--- src/rtl/gunshot_pkg.sv ---
// Shared types for the gunshot event qualifier: FSM state and kernel_size codes.
package gunshot_pkg;

    typedef enum logic [1:0] {
        S_IDLE    = 2'd0,
        S_ARMING  = 2'd1,
        S_REPORT  = 2'd2,
        S_HOLDOFF = 2'd3
    } gs_state_e;

    localparam logic [1:0] KSIZE_3x3     = 2'b00;
    localparam logic [1:0] KSIZE_5x5     = 2'b01;
    localparam logic [1:0] KSIZE_7x7     = 2'b10;
    localparam logic [1:0] KSIZE_INVALID = 2'b11;

endpackage

--- src/rtl/gunshot_event_qualifier_if.sv ---
// Event handshake from the qualifier to the direction/report logic.
interface gunshot_event_qualifier_if #(
    parameter int TS_W   = 16,
    parameter int SPAN_W = 8
);
    logic              event_valid;
    logic              event_ready;
    logic [TS_W-1:0]   event_timestamp;
    logic [SPAN_W-1:0] event_span;
    logic [1:0]        event_kernel;

    modport master (
        output event_valid, event_timestamp, event_span, event_kernel,
        input  event_ready
    );

    modport slave (
        input  event_valid, event_timestamp, event_span, event_kernel,
        output event_ready
    );
endinterface

--- src/rtl/gunshot_ts_counter.sv ---
// Free-running wrap-around timestamp; never stalled.
module gunshot_ts_counter #(
    parameter int TS_W = 16
) (
    input  logic            clk,
    input  logic            reset,
    output logic [TS_W-1:0] ts_o
);
    logic [TS_W-1:0] ts_q;

    always_ff @(posedge clk or posedge reset) begin
        if (reset) ts_q <= '0;
        else       ts_q <= ts_q + TS_W'(1);
    end

    assign ts_o = ts_q;
endmodule

--- src/rtl/gunshot_event_qualifier.sv ---
// Turns per-cycle CNN hits into qualified, timestamped gunshot events with
// gap tolerance, a valid/ready report and an echo-suppressing hold-off.
module gunshot_event_qualifier
    import gunshot_pkg::*;
#(
    parameter int TS_W        = 16,
    parameter int SPAN_W      = 8,
    parameter int MIN_HITS    = 3,
    parameter int MAX_GAP     = 2,
    parameter int HOLDOFF_CYC = 16
) (
    input  logic       clk,
    input  logic       reset,
    input  logic       detected,
    input  logic [1:0] kernel_size,
    output logic       busy,
    gunshot_event_qualifier_if.master ev
);
    localparam int HIT_W  = $clog2(MIN_HITS + 1);
    localparam int GAP_W  = $clog2(MAX_GAP + 2);
    localparam int HOLD_W = (HOLDOFF_CYC < 1) ? 1 : $clog2(HOLDOFF_CYC + 1);

    localparam logic [HIT_W-1:0]  MIN_HITS_L = HIT_W'(MIN_HITS);
    localparam logic [GAP_W-1:0]  MAX_GAP_L  = GAP_W'(MAX_GAP);
    localparam logic [HOLD_W-1:0] HOLD_L     = HOLD_W'(HOLDOFF_CYC);

    logic [TS_W-1:0]   ts;
    gs_state_e         state_q;
    logic [TS_W-1:0]   start_ts_q;
    logic [1:0]        kern_q;
    logic [HIT_W-1:0]  hits_q;
    logic [GAP_W-1:0]  gap_q;
    logic [SPAN_W-1:0] span_q;
    logic [HOLD_W-1:0] hold_q;
    logic              valid_q;
    logic [TS_W-1:0]   ev_ts_q;
    logic [SPAN_W-1:0] ev_span_q;
    logic [1:0]        ev_kern_q;
    logic [SPAN_W-1:0] span_inc;

    gunshot_ts_counter #(.TS_W(TS_W)) u_ts (
        .clk   (clk),
        .reset (reset),
        .ts_o  (ts)
    );

    assign span_inc = (span_q == '1) ? span_q : span_q + SPAN_W'(1);

    // Payload registers are only loaded on entry to REPORT, so they stay
    // stable for the whole valid&&!ready window.
    always_ff @(posedge clk or posedge reset) begin
        if (reset) begin
            state_q    <= S_IDLE;
            start_ts_q <= '0;
            kern_q     <= '0;
            hits_q     <= '0;
            gap_q      <= '0;
            span_q     <= '0;
            hold_q     <= '0;
            valid_q    <= 1'b0;
            ev_ts_q    <= '0;
            ev_span_q  <= '0;
            ev_kern_q  <= '0;
        end else begin
            unique case (state_q)
                S_IDLE: begin
                    if (detected && kernel_size != KSIZE_INVALID) begin
                        start_ts_q <= ts;
                        kern_q     <= kernel_size;
                        hits_q     <= HIT_W'(1);
                        gap_q      <= '0;
                        span_q     <= '0;
                        if (MIN_HITS == 1) begin
                            state_q   <= S_REPORT;
                            valid_q   <= 1'b1;
                            ev_ts_q   <= ts;
                            ev_span_q <= '0;
                            ev_kern_q <= kernel_size;
                        end else begin
                            state_q <= S_ARMING;
                        end
                    end
                end
                S_ARMING: begin
                    span_q <= span_inc;
                    // A kernel change kills the burst even if this cycle is a hit.
                    if (kernel_size != kern_q) begin
                        state_q <= S_IDLE;
                    end else if (detected) begin
                        hits_q <= hits_q + HIT_W'(1);
                        gap_q  <= '0;
                        if (hits_q + HIT_W'(1) == MIN_HITS_L) begin
                            state_q   <= S_REPORT;
                            valid_q   <= 1'b1;
                            ev_ts_q   <= start_ts_q;
                            ev_span_q <= span_inc;
                            ev_kern_q <= kern_q;
                        end
                    end else begin
                        gap_q <= gap_q + GAP_W'(1);
                        if (gap_q + GAP_W'(1) > MAX_GAP_L) state_q <= S_IDLE;
                    end
                end
                S_REPORT: begin
                    if (ev.event_ready) begin
                        valid_q <= 1'b0;
                        if (HOLDOFF_CYC == 0) begin
                            state_q <= S_IDLE;
                        end else begin
                            state_q <= S_HOLDOFF;
                            hold_q  <= HOLD_L;
                        end
                    end
                end
                S_HOLDOFF: begin
                    hold_q <= hold_q - HOLD_W'(1);
                    if (hold_q == HOLD_W'(1)) state_q <= S_IDLE;
                end
                default: state_q <= S_IDLE;
            endcase
        end
    end

    assign busy               = (state_q != S_IDLE);
    assign ev.event_valid     = valid_q;
    assign ev.event_timestamp = ev_ts_q;
    assign ev.event_span      = ev_span_q;
    assign ev.event_kernel    = ev_kern_q;
endmodule

--- src/flat_wrapper.sv ---
// flat-port wrapper written by rule: the top's interface ports become plain ports
module gunshot_event_qualifier_flat import gunshot_pkg::*;
#(
    parameter int TS_W        = 16,
    parameter int SPAN_W      = 8,
    parameter int MIN_HITS    = 3,
    parameter int MAX_GAP     = 2,
    parameter int HOLDOFF_CYC = 16
)
  (clk, reset, detected, kernel_size, busy, ev_event_valid, ev_event_timestamp, ev_event_span, ev_event_kernel, ev_event_ready);
  gunshot_event_qualifier_if #(.TS_W(TS_W), .SPAN_W(SPAN_W)) ev_i ();
  input  logic clk;
  input  logic reset;
  input  logic detected;
  input  logic [1:0] kernel_size;
  output logic busy;
  output wire logic [$bits(ev_i.event_valid)-1:0] ev_event_valid;
  output wire logic [$bits(ev_i.event_timestamp)-1:0] ev_event_timestamp;
  output wire logic [$bits(ev_i.event_span)-1:0] ev_event_span;
  output wire logic [$bits(ev_i.event_kernel)-1:0] ev_event_kernel;
  input wire logic [$bits(ev_i.event_ready)-1:0] ev_event_ready;
  assign ev_event_valid = ev_i.event_valid;
  assign ev_event_timestamp = ev_i.event_timestamp;
  assign ev_event_span = ev_i.event_span;
  assign ev_event_kernel = ev_i.event_kernel;
  assign ev_i.event_ready = ev_event_ready;
  gunshot_event_qualifier #(.TS_W(TS_W), .SPAN_W(SPAN_W), .MIN_HITS(MIN_HITS), .MAX_GAP(MAX_GAP), .HOLDOFF_CYC(HOLDOFF_CYC)) u_core (.clk(clk), .reset(reset), .detected(detected), .kernel_size(kernel_size), .busy(busy), .ev(ev_i));
endmodule
--- config.mk ---
export PLATFORM = sky130hd
export DESIGN_NAME = gunshot_event_qualifier_flat
export DESIGN_NICKNAME = d
export VERILOG_FILES = /design/src/rtl/gunshot_pkg.sv /design/src/rtl/gunshot_event_qualifier_if.sv /design/src/rtl/gunshot_ts_counter.sv /design/src/rtl/gunshot_event_qualifier.sv /design/src/flat_wrapper.sv
export SDC_FILE = /design/constraint.sdc
export NUM_CORES = 1
export LEC_CHECK = 0
export ABC_AREA = 1
export CAP_MARGIN = 10
export CELL_PAD_IN_SITES_DETAIL_PLACEMENT = 1
export CELL_PAD_IN_SITES_GLOBAL_PLACEMENT = 2
export CORE_UTILIZATION = 26
export CTS_BUF_LIST = sky130_fd_sc_hd__clkbuf_8
export DETAILED_ROUTE_END_ITERATION = 8
export PLACE_DENSITY = 0.65
export SETUP_SLACK_MARGIN = 0.15
export SLEW_MARGIN = 20
export SYNTH_ARGS = -nofsm -noshare
export SYNTH_HDL_FRONTEND = slang
export SYNTH_SLANG_ARGS = --single-unit
--- constraint.sdc ---
create_clock -name clk -period 3 [get_ports clk]
set_input_delay 0.6 -clock clk [delete_from_list [all_inputs] [get_ports clk]]
set_output_delay 0.6 -clock clk [all_outputs]
set_load 0.005 [all_outputs]
==> flow_metrics.rpt, run 1 <==
IMPLEMENTATION SUMMARY REPORT
----------------------------------------------------
[Yosys]
  Number of synthesized flops with an enable pin ........................ 0
  Area share of xor/xnor cells in the synthesized design ........................ 3.17%
  Synthesized Nets ........................ a little over 400
  Synthesized instance count ........................ 399
  Largest cells by area after synthesis ........................ sky130_fd_sc_hd__dfrtp_1 (56%), sky130_fd_sc_hd__nand2_1 (13%), sky130_fd_sc_hd__inv_1 (5.6%)
  Simple-gate portion of the synthesized area ........................ 21.7%
  Synth Cell Area ........................ 0.00359 mm^2
  Number of warning messages in the yosys log ........................ 0
  Adder and majority gate portion of the synthesized area ........................ between 2 and 2.5%
  Count of unique library cells instantiated by Yosys ........................ 28
  Proportion of synthesized chip area in sequential cells ........................ a little under three fifths
  Synthesized-area fraction occupied by ao, oa, aoi and oai cells ........................ under 10%
  Synthesized area divided by synthesized cell count ........................ 9.00 um^2
  Largest area contributor in the synthesized netlist ........................ sky130_fd_sc_hd__dfrtp_1
  Yosys stat cell total ........................ 399

[Pwr]
  Psw ........................ between 1 and 1.5 mW
  Cell-internal power ........................ ~2.4 mW
  Power per standard cell area ........................ around 820 mW/mm^2
  Comb pwr share ........................ roughly a third
  Worst IR drop on VDD ........................ between 0.00015 and 0.0002 V
  Sequential cell fraction of total power ........................ 44.0%
  Share of power burned in the clock network ........................ between 20% and 30%

[Run status]
  Result of the run ........................ finished, final reports clean

[Global routing]
  Number of antenna violations at the first check in global routing ........................ 0
  Wire length of the first global-routing pass ........................ approximately 14,000 um
  Via count of the first global-routing pass ........................ ~2,800

[Placement]
  Routability-driven placement congestion ratio ........................ 0.729
  HPWL Detailed ........................ roughly 5500 um
  Total placed cells including tap cells ........................ around 600
  Placed inst area ........................ about 0.004 mm^2
  Tally of buffers added on design ports ........................ 33

[Layout]
  Antenna Diode Count ........................ 0
  Number of inverters outside the clock class in the layout ........................ around 57
  Layout-stage area growth over the synthesis result ........................ 20.3%
  Combined area of the multi-input logic cells ........................ 0.00131 mm^2
  Number of clock buffers in the layout ........................ 11
  Number of multi-input combinational cells ........................ about 250
  Final net count ........................ 449
  Seq area share ........................ approximately 46%
  Register cell area after layout ........................ 0.00200 mm^2
  Layout buffering overhead excluding clock cells ........................ approximately 8.3%
  Cell Count, Final, Fillers Out ........................ slightly above 600

[Critical path]
  Reg2reg path depth ........................ 9
  Worst path max stage delay ........................ around 0.5 ns
  Critical path cell sequence ........................ nor2_1 > inv_1 > clkdlybuf4s50_1
  Capture point of the critical path ........................ busy
  Critical path buffers and inverters ........................ 2
  Kind of critical path ........................ flop to output port
  Reg-to-reg slack, setup ........................ about 1.1 ns
  Cell with the biggest individual delay on the critical path ........................ sky130_fd_sc_hd__dfrtp_1
  Stages on the worst setup path ........................ 3
  Arrival time of data at the critical path endpoint ........................ around 1.5 ns
  Crit. End Element ........................ output port
  Req. time, crit path ........................ 2.40 ns

[Detailed routing]
  Number of nets still failing antenna checks after routing ........................ 0
  First-pass DRT Iterations ........................ 4
  Wire length per cell after detailed routing ........................ 12.7 um
  First-iteration detailed-routing DRC count ........................ roughly 170
  Vias per inst ........................ around 4.3
  Residual DRC count ........................ 0

[Clock network]
  Total number of H-tree levels ........................ 3
  Hold-fix buffer count after cts ........................ 0
  Clock edge transition at the registers on the reported setup and hold paths ........................ 0.09 ns
  Clock buffer count from CTS ........................ 9

[Timing]
  Timing-limited maximum frequency ........................ 482 MHz
  Slew at the pin closest to its max-slew limit ........................ about 0.53 ns
  Unrepaired setup endpoints after global routing ........................ no
  Final clock period utilization by the worst path ........................ ~70%
  Number of endpoints with negative hold slack in the final report ........................ 0
  Setup TNS ........................ 0 ns

[Run]
  Maximum Capacitance Violations ........................ 0
  Total number of warnings across the stage logs ........................ 27

[Hold path]
  Endpoint of the worst hold path ........................ u_core.u_ts.ts_o[15]
  Class of the worst hold path ........................ flop to flop
  Worst hold path stage count ........................ 1
  Beginning of the worst hold path ........................ u_core.u_ts.ts_o[15]

[Floorplanning]
  Die X-Extent ........................ roughly 120 um
  Overall die area ........................ about 0.014 mm^2
  Number of placed I/O pins ........................ 34

----------------------------------------------------
==> run 1: power groups by stage <==
stage	sequential, mW	combinational (mW)	clock, mW
final	1.57	1.13	0.870
after global routing	1.61	1.29	0.938
after CTS	1.58	1.16	0.902
after detailed placement	1.60	1.16	0
after global placement	1.59	1.13	0
after floorplan	1.56	0.662	0
==> run 1: cells by family after synthesis <==
group,after synthesis
simple gates,181
fa+ha+maj,6
buf+inv,65
mux,1
flops,80
compound gates,53
xor+xnor,13
==> run 1: metal layers <==
metal,vias to the layer above,global-route usage (%),wire length [um]
li1,1319,-,-
met1,1308,15.7,3640
met2,18,20.1,3890
met3,9,3.37,188
met4,0,4.69,127
met5,-,0,0
==> run 1: sequential cells by signal, indices dropped and copies added (netlist names), named ones only <==
name and cells:
u_core.ev.event_valid 1, u_core.hold_q 5, u_core.ev.event_span 8, u_core.start_ts_q 16, u_core.span_q 8, u_core.hits_q 2, u_core.ev.event_timestamp 16, u_core.gap_q 2
u_core.state_q 1, u_core.ev.event_kernel 2, u_core.kern_q 2, u_core.u_ts.ts_o 16
==> run 1: per-stage QoR <==
stage | total power, mW | util, % | setup WS, ns
final | 3.56 | 32.4 | 0.924
after global placement | 2.72 | 30.8 | 0.638
after CTS | 3.64 | 32.4 | 0.891
after detailed placement | 2.76 | 30.8 | 0.591
after floorplan | 2.22 | - | 0.348
after global routing | 3.84 | 32.4 | 0.809
==> run 1: synthesized netlist by cell type, drive strengths merged (3+ instances only) <==
cell and n:
nand2 127, dfrtp 80, inv 57, o21ai 48
nand3 22, nor2 20, xor2 9, buf 6
ha 6, nand4 4, xnor2 4, a21oi 3
or2 3
Fig. 1: run 1, cell placement
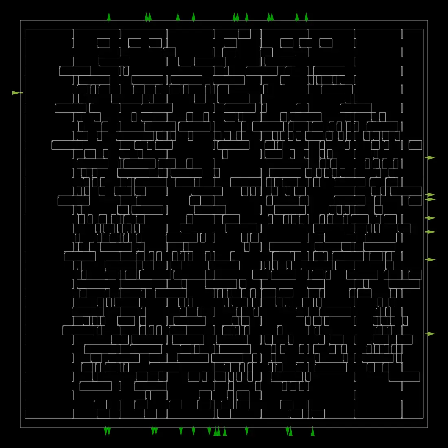
number of sequential cells in the layout: 80
post-layout util: 32.4%

Fig. 2: run 1, metal 1
Drawn at 4 px/um. Supply wires on this layer in gray. Cells faint in the background.
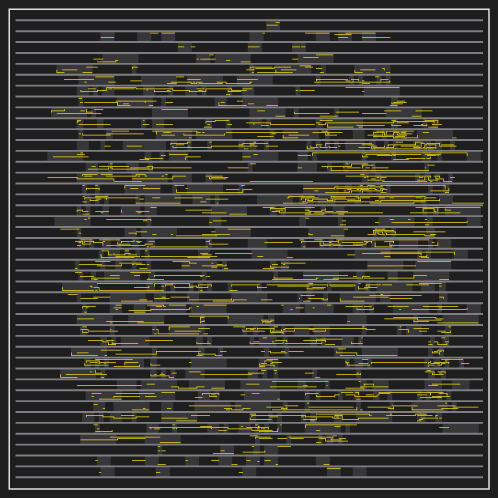
share of all routed wire = 46%
main direction = horizontal
nets with wire on the layer = 409
wire length on this layer = 3,640 um
longest straight run = 38.6 um
GR Layer Usage met1: 15.7%
Routed Wire Length: 7850 um
detailed-route via count: 2,654

Fig. 3: run 1, local utilization
Drawn at 3 px/um. The die is cut into 12 by 12 equal tiles; dark blue is low, red is high, 0 to 100% covered.
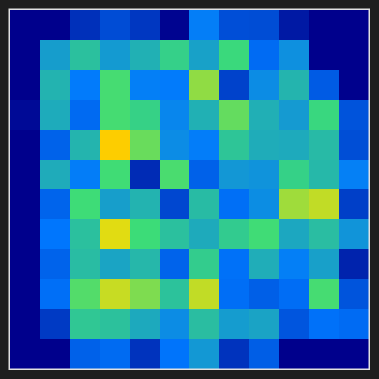
tiles over 75% full = 0.70%
nearly empty tiles = 15%
emptiest ninth of the die = upper right
fullest tile = 77%
mean over tiles = 29%
Core ar.: 0.0133 mm^2
Initial Utilization: 26.9%

Fig. 4: run 1, cell sizes after repair
Drawn at 3 px/um.
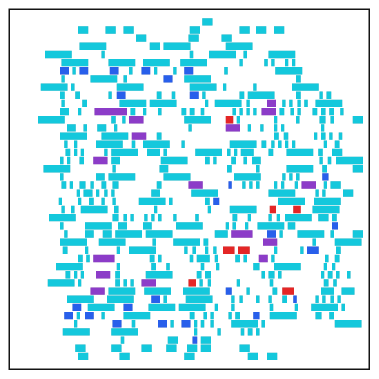

==> run 2, diff against run 1 <==
PLACE_DENSITY = 0.67   (was 0.65)
clock period = 1.9 ns   (was 3 ns; I/O delays follow)
Fig. 5: run 2, cell sizes after repair
Drawn at 3 px/um.
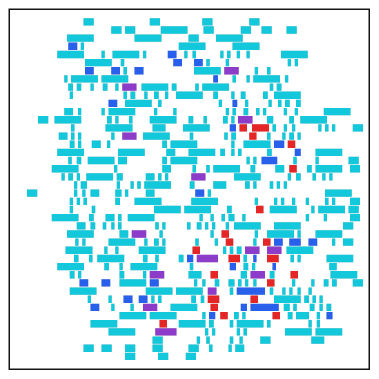
x3 and x4 -> red  # cells 21
x6 and larger -> purple  # cells 14
x1 and smaller -> cyan  # cells 387
x2 -> blue  # cells 33

==> flow_metrics.rpt, run 2 <==
IMPLEMENTATION SUMMARY REPORT
----------------------------------------------------
[Global routing]
  Number of antenna violations at the first check in global routing ........................ 0
  Wire length of the first global-routing pass ........................ about 14,000 um

[Critical path]
  Reg2reg path depth ........................ 6
  Reg-to-reg slack, setup ........................ ~0.36 ns
  Critical path buffers and inverters ........................ 1
  Arrival time of data at the critical path endpoint ........................ between 1 and 1.5 ns
  Stages on the worst setup path ........................ 1
  Kind of critical path ........................ flop to output port
  Req. time, crit path ........................ between 1.5 and 2 ns
  Capture point of the critical path ........................ ev_event_timestamp[3]
  Worst path max stage delay ........................ approximately 0.53 ns
  Crit. End Element ........................ output port
  Critical path cell sequence ........................ clkdlybuf4s50_1

[Clock network]
  Clock edge transition at the registers on the reported setup and hold paths ........................ 0.08 ns
  Total number of H-tree levels ........................ 3
  Hold-fix buffer count after cts ........................ 0
  Clock buffer count from CTS ........................ 9
  Bufs on Longest Clock Path ........................ 2
  Clock tree from TritonCTS ........................ built

[Timing]
  Unrepaired setup endpoints after global routing ........................ no
  Slew at the pin closest to its max-slew limit ........................ 0.438 ns
  PnR worst setup slack ........................ approximately 0.24 ns
  Timing-limited maximum frequency ........................ between 600 and 700 MHz
  Clk_skew ........................ 0.00645 ns
  Final clock period utilization by the worst path ........................ about 87%

[Yosys]
  Cell with the most instances after synthesis ........................ sky130_fd_sc_hd__nand2_1
  Synthesized-area fraction occupied by ao, oa, aoi and oai cells ........................ 9.27%
  Count of unique library cells instantiated by Yosys ........................ 28
  Synthesized area divided by synthesized cell count ........................ roughly 9.0 um^2
  Most used flip-flop cell after synthesis ........................ sky130_fd_sc_hd__dfrtp_1
  Largest area contributor in the synthesized netlist ........................ sky130_fd_sc_hd__dfrtp_1
  Number of synthesized flops with an enable pin ........................ 0
  Synthesized instance count ........................ about 400
  Yosys stat cell total ........................ about 400
  Number of warning messages in the yosys log ........................ 0
  Adder and majority gate portion of the synthesized area ........................ under 10%
  Async SR Flop Fraction ........................ 100%
  Area share of xor/xnor cells in the synthesized design ........................ between 3 and 4%
  Simple-gate portion of the synthesized area ........................ between 20 and 25%
  Largest cells by area after synthesis ........................ sky130_fd_sc_hd__dfrtp_1 (56%), sky130_fd_sc_hd__nand2_1 (13%), sky130_fd_sc_hd__inv_1 (5.6%)
  Proportion of synthesized chip area in sequential cells ........................ a little under three fifths
  Synth Cell Area ........................ ~0.0036 mm^2
  Number of register bits inferred by synthesis ........................ approximately 80
  Leading cell types by count after synthesis ........................ sky130_fd_sc_hd__nand2_1 (126), sky130_fd_sc_hd__dfrtp_1 (80), sky130_fd_sc_hd__inv_1 (54)

[Placement]
  Routability-driven placement congestion ratio ........................ about 0.77
  Worst Setup Slack post-DPL ........................ -0.114 ns
  Total placed cells including tap cells ........................ approximately 610
  HPWL Detailed ........................ ~5500 um
  Tally of buffers added on design ports ........................ 33

[Floorplanning]
  Number of placed I/O pins ........................ 34
  Overall die area ........................ roughly 0.014 mm^2
  Die X-Extent ........................ ~120 um
  Initial Utilization ........................ between 20 and 30%

[Detailed routing]
  Vias per inst ........................ 4.28
  Number of nets still failing antenna checks after routing ........................ 0
  Met3 WL post-DR ........................ between 100 and 150 um
  Routed Wire Length ........................ a little under 8000 um
  Detailed-route via count ........................ around 2,700
  Wl on met1 ........................ roughly 3600 um
  Highest Signal Layer ........................ met4
  Residual DRC count ........................ 0
  Length of routed met2 wiring ........................ about 3900 um
  First-pass DRT Iterations ........................ 4
  Wire length per cell after detailed routing ........................ between 10 and 15 um
  First-iteration detailed-routing DRC count ........................ between 80 and 90

[Layout]
  Cell Count, Final, Fillers Out ........................ 631
  Antenna Diode Count ........................ 0
  Layout-stage area growth over the synthesis result ........................ 23.0%
  Final net count ........................ 463

[Hold path]
  Class of the worst hold path ........................ flop to flop

[Run status]
  Result of the run ........................ finished, final reports clean

[Run]
  Maximum Capacitance Violations ........................ 0
  Total number of warnings across the stage logs ........................ 27

[Pwr]
  Power per standard cell area ........................ ~1300 mW/mm^2
  Worst IR drop on VDD ........................ approximately 0.00030 V

----------------------------------------------------
Fig. 6: run 2, port wiring
Drawn at 3 px/um.
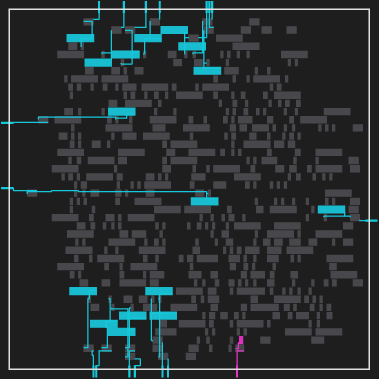
ev_event_timestamp -> cyan  # bits 16, direction output, edge 7 top, 6 bottom, 2 left, 1 right, end cells 16, buffers 16, wire 475 um
busy -> magenta  # bits 1, direction output, edge bottom, end cells 1, buffers 1, wire 12.0 um

[run 2: cell type report]
type | instances | area, um^2
multi-input combinational | 254 | 1340
fill | 1609 | 8930
inverter | 57 | 223
tap | 176 | 220
timing repair buffer | 49 | 462
sequential | 80 | 2000
clock inverter | 4 | 21.3
clock buffer | 11 | 151
[run 2: kinds of logic (layout without fill, tap and decap cells)]
group	after synthesis	in the layout
XOR/XNOR	13	13
AND-OR/OR-AND	53	53
buffers and inverters	65	121
adder cells (fa/ha/maj)	6	6
multiplexers	1	1
AND/OR/NAND/NOR	181	181
flip-flops	80	80
[run 2: worst min-delay path by stage]
stage	endpoint	cells past startpoint	startpoint
after CTS	u_core.u_ts.ts_o[15]	1	u_core.u_ts.ts_o[15]
final	u_core.u_ts.ts_o[0]	1	u_core.u_ts.ts_o[0]
after floorplan	u_core.start_ts_q[9]	2	u_core.start_ts_q[9]
after global routing	u_core.ev.event_span[3]	2	u_core.ev.event_span[3]
after global placement	u_core.ev.event_span[3]	2	u_core.ev.event_span[3]
after detailed placement	u_core.ev.event_span[5]	2	u_core.ev.event_span[5]
[run 2: per-layer routing]
metal / vias to the layer above / track usage [%]
met2: 18 / 20.9
met5: - / 0
li1: 1344 / -
met1: 1332 / 15.0
met4: 0 / 6.09
met3: 9 / 2.28
[run 2: power breakdown]
group	switching, mW	internal, mW
Combinational	0.975	0.966
Sequential	0.286	2.17
Clock	0.612	0.530
[run 2: metrics by stage]
stage	util (%)	hold slack, ns	area [um^2]	total power [mW]	setup TNS, ns
finish	33.1	0.478	4420	5.54	0
global route	33.1	0.504	4420	6.02	0
CTS	32.9	0.486	4390	5.64	0
detailed placement	31.4	0.467	4190	4.45	-2.24
global placement	31.4	0.454	4190	4.38	-0.621
floorplan	-	0.442	3600	3.51	0
Fig. 7: run 2, metal 1
Drawn at 4 px/um. Supply wires on this layer in gray. Cells faint in the background.
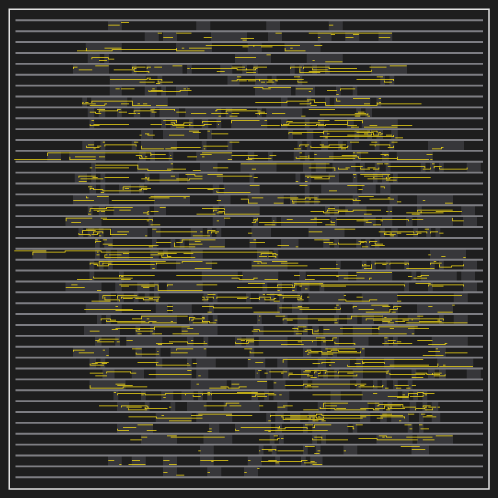

==> run 3, diff against run 2 <==
ABC_AREA = not set   (was 1)
PLACE_DENSITY = 0.62   (was 0.67)
Fig. 8: run 3, metal 1
Drawn at 4 px/um. Supply wires on this layer in gray. Cells faint in the background.
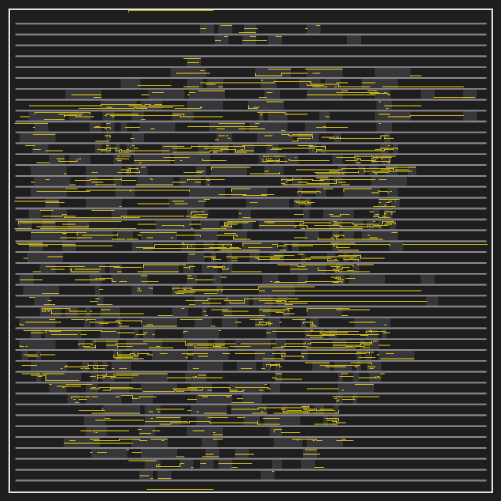
main direction = horizontal
share of all routed wire = 47%
longest straight run = 37.3 um
nets with wire on the layer = 331

Fig. 9: run 3, cell sizes after repair
Drawn at 3 px/um.
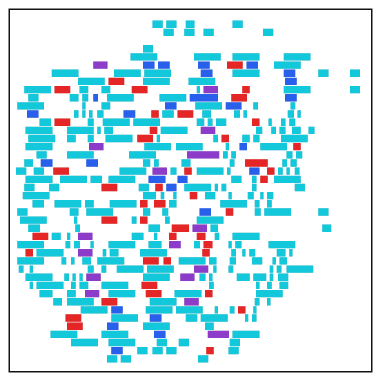
x1 and smaller -> cyan  # cells 262
x6 and larger -> purple  # cells 16
x2 -> blue  # cells 27
x3 and x4 -> red  # cells 44

==> flow_metrics.rpt, run 3 <==
IMPLEMENTATION SUMMARY REPORT
----------------------------------------------------
[Detailed routing]
  Residual DRC count ........................ 0
  Wire length per cell after detailed routing ........................ roughly 14 um
  Number of nets still failing antenna checks after routing ........................ 0
  Detailed-route via count ........................ approximately 2,300
  Routed Wire Length ........................ roughly 7500 um
  First-iteration detailed-routing DRC count ........................ slightly below 80

[Yosys]
  Number of register bits inferred by synthesis ........................ around 80
  Largest cells by area after synthesis ........................ sky130_fd_sc_hd__dfrtp_1 (55%), sky130_fd_sc_hd__mux2_4 (7.4%), sky130_fd_sc_hd__mux2_2 (5.9%)
  Leading cell types by count after synthesis ........................ sky130_fd_sc_hd__dfrtp_1 (80), sky130_fd_sc_hd__nand2_1 (21), sky130_fd_sc_hd__mux2_2 (19)
  Synthesized Nets ........................ 304
  Adder and majority gate portion of the synthesized area ........................ 2.06%
  Most used flip-flop cell after synthesis ........................ sky130_fd_sc_hd__dfrtp_1
  Simple-gate portion of the synthesized area ........................ 10.5%
  Area share of xor/xnor cells in the synthesized design ........................ 4.09%
  Synthesized instance count ........................ 292
  Cell with the most instances after synthesis ........................ sky130_fd_sc_hd__dfrtp_1
  Largest area contributor in the synthesized netlist ........................ sky130_fd_sc_hd__dfrtp_1
  Proportion of synthesized chip area in sequential cells ........................ a little over half
  Synth Cell Area ........................ around 0.0036 mm^2
  Synthesized-area fraction occupied by ao, oa, aoi and oai cells ........................ 7.69%
  Yosys stat cell total ........................ between 200 and 300

[Layout]
  Combined area of the multi-input logic cells ........................ 0.00153 mm^2
  Post-layout util ........................ approximately a third
  Final net count ........................ around 360
  Cell Count, Final, Fillers Out ........................ 525
  Post-layout instance area ........................ roughly 0.0045 mm^2
  Register cell area after layout ........................ between 0.002 and 0.0025 mm^2
  Antenna Diode Count ........................ 0
  Number of fill cells in the layout ........................ approximately 1,500

[Critical path]
  Cell with the biggest individual delay on the critical path ........................ sky130_fd_sc_hd__clkdlybuf4s50_1
  Worst path max stage delay ........................ between 0.5 and 0.6 ns
  Critical path buffers and inverters ........................ 1
  Reg2reg path depth ........................ 6
  Arrival time of data at the critical path endpoint ........................ 1.96 ns
  Reg-to-reg slack, setup ........................ approximately 0.22 ns
  Critical path cell sequence ........................ clkdlybuf4s50_1 > a21bo_2 > or2_4 > a21oi_4 > mux2_1

[Clock network]
  Clock tree from TritonCTS ........................ built
  Clock edge transition at the registers on the reported setup and hold paths ........................ 0.08 ns
  Total number of H-tree levels ........................ 3
  Clock buffer count from CTS ........................ 9
  Bufs on Longest Clock Path ........................ 2

[Placement]
  Worst Setup Slack post-DPL ........................ -0.322 ns
  HPWL Detailed ........................ ~5300 um
  Placed inst area ........................ approximately 0.0043 mm^2

[Floorplanning]
  Core ar. ........................ ~0.013 mm^2
  Number of placed I/O pins ........................ 34
  Initial Utilization ........................ 27.1%

[Timing]
  Timing-limited maximum frequency ........................ 580 MHz
  Clk_skew ........................ 0.0134 ns
  Slew at the pin closest to its max-slew limit ........................ between 0.4 and 0.5 ns
  Worst Hold Margin ........................ roughly 0.47 ns
  Setup TNS ........................ 0 ns

[Pwr]
  Worst IR drop on VDD ........................ around 0.00037 V
  Overall Power ........................ 4.99 mW
  Power per standard cell area ........................ 1110 mW/mm^2

[Global routing]
  Via count of the first global-routing pass ........................ roughly 2,600
  Number of antenna violations at the first check in global routing ........................ 0

[Run status]
  Result of the run ........................ finished, final reports clean

[Run]
  Maximum Capacitance Violations ........................ 0

----------------------------------------------------
==> run 3: cell types whose count changed after synthesis, sizes merged, moves of 5 or more <==
cell and delta:
nand2 -106, inv -48, mux2 +44, o21ai -37
nand3 -12, a31oi +9, nor2 -9, a21oi +8
nor3 +5, xnor2 +5
==> run 3: metal layers <==
layer / routed length [um] / global-route usage, % / up-vias
met2: 3620 / 19.0 / 26
met1: 3550 / 14.8 / 1187
met5: 0 / 0 / -
li1: - / - / 1125
met4: 146 / 5.48 / 0
met3: 154 / 1.93 / 11
==> run 3: final cells by class <==
class,instances,share of cell area [%]
clock buffers,13,3.96
inverters,9,0.831
multi-input cells,189,33.9
repair buffers,55,11.2
clock inverters,3,0.858
flip-flops and latches,80,44.3
well taps,176,4.87
==> run 3: power breakdown <==
| part | leakage [nW] | internal (mW) | switching (mW) |
|---|---|---|---|
| combinational | 0.972 | 0.776 | 0.680 |
| sequential | 1.05 | 1.98 | 0.214 |
| clock | 0.117 | 0.745 | 0.601 |
==> run 3: worst min-delay path by stage <==
stage	cells after the start	from	slack, ns	to
floorplan	1	u_core.u_ts.ts_o[0]	0.43	u_core.u_ts.ts_o[0]
global placement	1	u_core.u_ts.ts_o[15]	0.46	u_core.u_ts.ts_o[15]
detailed placement	1	u_core.u_ts.ts_o[15]	0.47	u_core.u_ts.ts_o[15]
CTS	1	u_core.u_ts.ts_o[15]	0.48	u_core.u_ts.ts_o[15]
global route	3	reset	0.51	u_core.hold_q[0]
finish	1	u_core.u_ts.ts_o[15]	0.47	u_core.u_ts.ts_o[15]
==> run 3: what timing repair did <==
| item | CTS | global route |
|---|---|---|
| hold buffers | 0 | 0 |
| resized | 7 | 7 |
| pin swaps | 1 | 0 |
| setup buffers | 1 | 0 |
| cloned | 0 | 0 |
| endpoints found under the setup margin | 38 | 19 |
Power is estimated from default activity; no workload was simulated.
